<file path="src/rtl/time_counter_24h.sv">
// 24-hour time-of-day counter with a 1 Hz prescaler and a
// two-button (mode/inc) set mode for hours and minutes.
module time_counter_24h #(
    parameter int CLK_DIV = 50000000,
    parameter int DIV_W   = 26
) (
    input  logic       clk,
    input  logic       reset,
    input  logic       mode,
    input  logic       inc,
    output logic [6:0] hours,
    output logic [6:0] minutes,
    output logic [6:0] seconds,
    output logic [1:0] setting,
    output logic       sec_tick
);

    typedef enum logic [1:0] {
        RUN      = 2'b00,
        SET_HOUR = 2'b01,
        SET_MIN  = 2'b10
    } state_t;

    localparam logic [DIV_W-1:0] TERM = DIV_W'(CLK_DIV - 1);

    state_t            state;
    state_t            state_nx;
    logic [DIV_W-1:0]  prescaler;
    logic              mode_q;
    logic              inc_q;
    logic              mode_rise;
    logic              inc_rise;
    logic              terminal;

    assign mode_rise = mode & ~mode_q;
    assign inc_rise  = inc & ~inc_q;
    assign terminal  = (prescaler == TERM);
    assign setting   = state;

    // State register for the RUN / SET_HOUR / SET_MIN mode machine
    always_ff @(posedge clk) begin
        if (reset) begin
            state <= RUN;
        end else begin
            state <= state_nx;
        end
    end

    // Each mode press steps to the next state, wrapping back to RUN
    always_comb begin
        state_nx = state;
        if (mode_rise) begin
            unique case (state)
                RUN:      state_nx = SET_HOUR;
                SET_HOUR: state_nx = SET_MIN;
                SET_MIN:  state_nx = RUN;
                default:  state_nx = RUN;
            endcase
        end
    end

    // Button history, prescaler, tick pulse and time-of-day registers
    always_ff @(posedge clk) begin
        if (reset) begin
            hours     <= 7'd0;
            minutes   <= 7'd0;
            seconds   <= 7'd0;
            prescaler <= '0;
            sec_tick  <= 1'b0;
            mode_q    <= 1'b0;
            inc_q     <= 1'b0;
        end else begin
            mode_q   <= mode;
            inc_q    <= inc;
            sec_tick <= 1'b0;
            unique case (state)
                RUN: begin
                    // A mode press wins over a coinciding terminal count
                    if (!mode_rise) begin
                        if (terminal) begin
                            prescaler <= '0;
                            sec_tick  <= 1'b1;
                            if (seconds == 7'd59) begin
                                seconds <= 7'd0;
                                if (minutes == 7'd59) begin
                                    minutes <= 7'd0;
                                    if (hours == 7'd23) begin
                                        hours <= 7'd0;
                                    end else begin
                                        hours <= hours + 7'd1;
                                    end
                                end else begin
                                    minutes <= minutes + 7'd1;
                                end
                            end else begin
                                seconds <= seconds + 7'd1;
                            end
                        end else begin
                            prescaler <= prescaler + DIV_W'(1);
                        end
                    end
                end
                SET_HOUR: begin
                    if (inc_rise && !mode_rise) begin
                        if (hours == 7'd23) begin
                            hours <= 7'd0;
                        end else begin
                            hours <= hours + 7'd1;
                        end
                    end
                end
                SET_MIN: begin
                    // Leaving set mode restarts the second from zero
                    if (mode_rise) begin
                        seconds   <= 7'd0;
                        prescaler <= '0;
                    end else if (inc_rise) begin
                        if (minutes == 7'd59) begin
                            minutes <= 7'd0;
                        end else begin
                            minutes <= minutes + 7'd1;
                        end
                    end
                end
                default: begin
                    prescaler <= '0;
                end
            endcase
        end
    end

endmodule

</file>
<file path="config.mk">
export PLATFORM = sky130hd
export DESIGN_NAME = time_counter_24h
export DESIGN_NICKNAME = d
export VERILOG_FILES = /design/src/rtl/time_counter_24h.sv
export SDC_FILE = /design/constraint.sdc
export NUM_CORES = 1
export LEC_CHECK = 0
export ABC_AREA = 1
export CAP_MARGIN = 30
export CELL_PAD_IN_SITES_DETAIL_PLACEMENT = 0
export CELL_PAD_IN_SITES_GLOBAL_PLACEMENT = 1
export CORE_UTILIZATION = 41
export DETAILED_ROUTE_END_ITERATION = 10
export HOLD_SLACK_MARGIN = 0.15
export PLACE_DENSITY_LB_ADDON = 0.05
export SETUP_SLACK_MARGIN = 0.4
export SYNTH_ARGS = -nofsm -noshare
export SYNTH_HDL_FRONTEND = slang
export SYNTH_SLANG_ARGS = --single-unit
</file>
<file path="constraint.sdc">
create_clock -name clk -period 1.8 [get_ports clk]
set_clock_uncertainty 0.05 [all_clocks]
set_input_delay 0.27 -clock clk [delete_from_list [all_inputs] [get_ports clk]]
set_output_delay 0.27 -clock clk [all_outputs]
set_load 0.01 [all_outputs]
</file>
==> images/flops_by_reg.png <==
Other sequential cells in the stronger grey, the rest of the logic in the fainter grey.
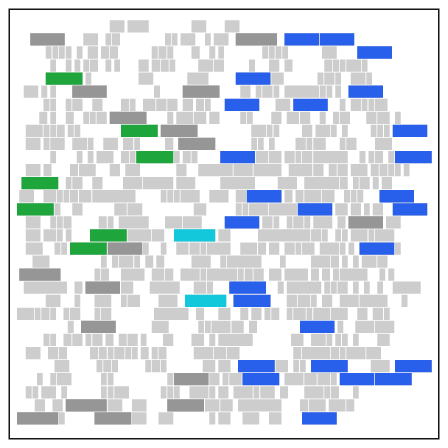
| colour | netlist name | flops |
|---|---|---|
| green | minutes | 7 |
| cyan | setting | 2 |
| blue | prescaler | 26 |
Post-Route Utilization: 60.43%
Reg area: 1090 µm²
power in sequential cells: 1210 µW

==> images/clk_routes.png <==
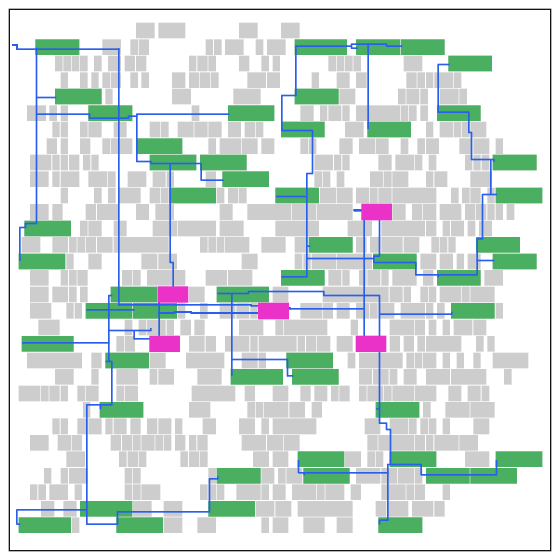
[blue] clock wires | length: 732 µm
[green] flip-flops | count: 52
[magenta] clock drivers | count: 5
routed clock nets: 6
Late-Pin Clk Latency: 0.32 ns
part of the power in the clock network: 32.8%
power in the clock group: 847 µW

==> images/placement.png <==
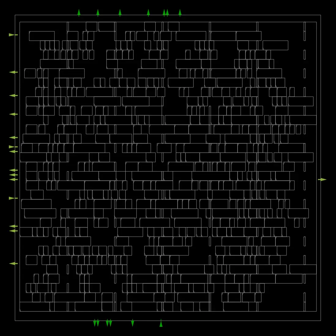
tap cells: 99
Flop Count: 52
Seq area share: 24.73%
# fillers: 704

==> ci_impl_report.md <==
### Flow metrics

| Metric | Value |
|---|---|
| Syn_area_per_cell | `6.789 µm²` |
| Drt wl/cell | `13.50 µm` |
| Detailed Place HPWL | `5698 µm` |
| IO Count | `28` |
| Kind of cell adding the most delay to the critical path | `simple AND/OR/NAND/NOR gates` |
| DRC | `0` |
| Clock Path Buffers | `2` |
| Hold Path Stages | `2` |
| Fin. max-slew vios | `0` |
| Final clock-cell share | `2.641%` |
| Commonest cells in the netlist | `nand2_1 (105), nor2_1 (72), inv_1 (53), dfxtp_1 (52), nand3_1 (32)` |
| Floorplan utilization | `42.64%` |
| Aoi share | `5.513%` |
| CP max stage delay | `0.37 ns` |
| Min Tclk post-route | `1.642 ns` |
| CTS Root Cell | `clkbuf_8` |
| CP Data Arrival Time | `1.81 ns` |
| HP Class | `register to register` |
| First-pass GRT wire length | `13,380 µm` |
| R2R depth | `11` |
| Initial drt markers | `109` |
| Clk sinks | `52` |
| M3 GR Usage | `3.601%` |
| Top cells by area | `dfxtp_1 (33%), nand2_1 (13%), nor2_1 (8.7%)` |
| Non-Filler Instances | `639` |
| Max-area cell share | `33.48%` |
| Hold Path End | `hours[1]$_SDFFE_PP0P_` |
| Worst-path cell chain | `ha_4 -> nand2_4 -> nor2_4 -> nand2_2 -> nor2_2 -> nand2_2 -> nand2_4 -> buf_6 -> nand4_1 -> nand2_1 -> nor2_1` |
| Status | `completed` |
| Die height | `89.09 µm` |
==> images/layer_met4.png <==
The bar under the picture is 20 µm long. Supply wires on this layer in grey.
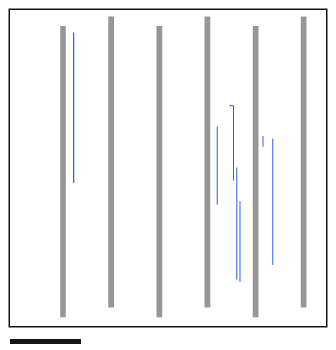
main direction: vertical
wire length on this layer: 178 µm
share of all routed wire: 2.1%
longest straight run: 42.2 µm
final wirelength: 8629 µm
DR vias: 3,246

==> images/metal_density.png <==
The bar under the picture is 20 µm long. 18 x 18 tiles, from dark purple (low) to yellow (high), scaled to the fullest tile. Values are wire area over tile area, all layers added.
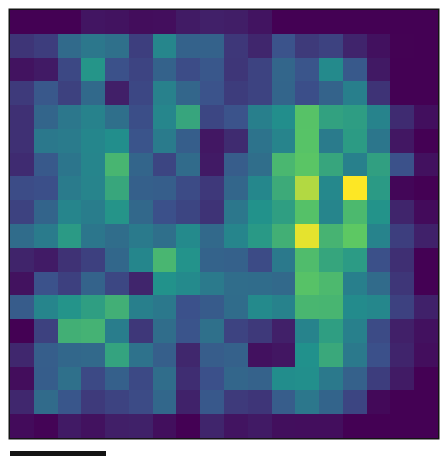
emptiest ninth of the die: north-east
tiles over half the peak: 14%
densest ninth of the die: east
fullest tile: 0.59
mean over tiles: 0.17
nearly empty tiles: 9.6%

what timing repair did:
item / 4_1_cts / 5_1_grt
hold endpoints to repair: 0 / 0
endpoints found under the setup margin: 72 / 53
buffers inserted: 13 / 6
resized: 68 / 51
cloned: 3 / 4
pin swaps: 24 / 28
placed cells by master, fill, tap and decap left out, drive strengths merged, types with 3 or more instances in the layout:
cell | synthesis | layout
a21oi | 24 | 24
buf | 7 | 51
clkbuf | 4 | 5
clkdlybuf4s50 | 0 | 3
dfxtp | 52 | 52
dlygate4sd2 | 0 | 21
ha | 4 | 4
inv | 58 | 57
nand2 | 111 | 115
nand3 | 37 | 40
nand4 | 29 | 29
nor2 | 83 | 83
nor3 | 15 | 15
nor4 | 3 | 3
o21ai | 9 | 9
xnor2 | 3 | 3
xor2 | 14 | 14
Power figures rest on the tool's default switching activity, not on a simulated workload.
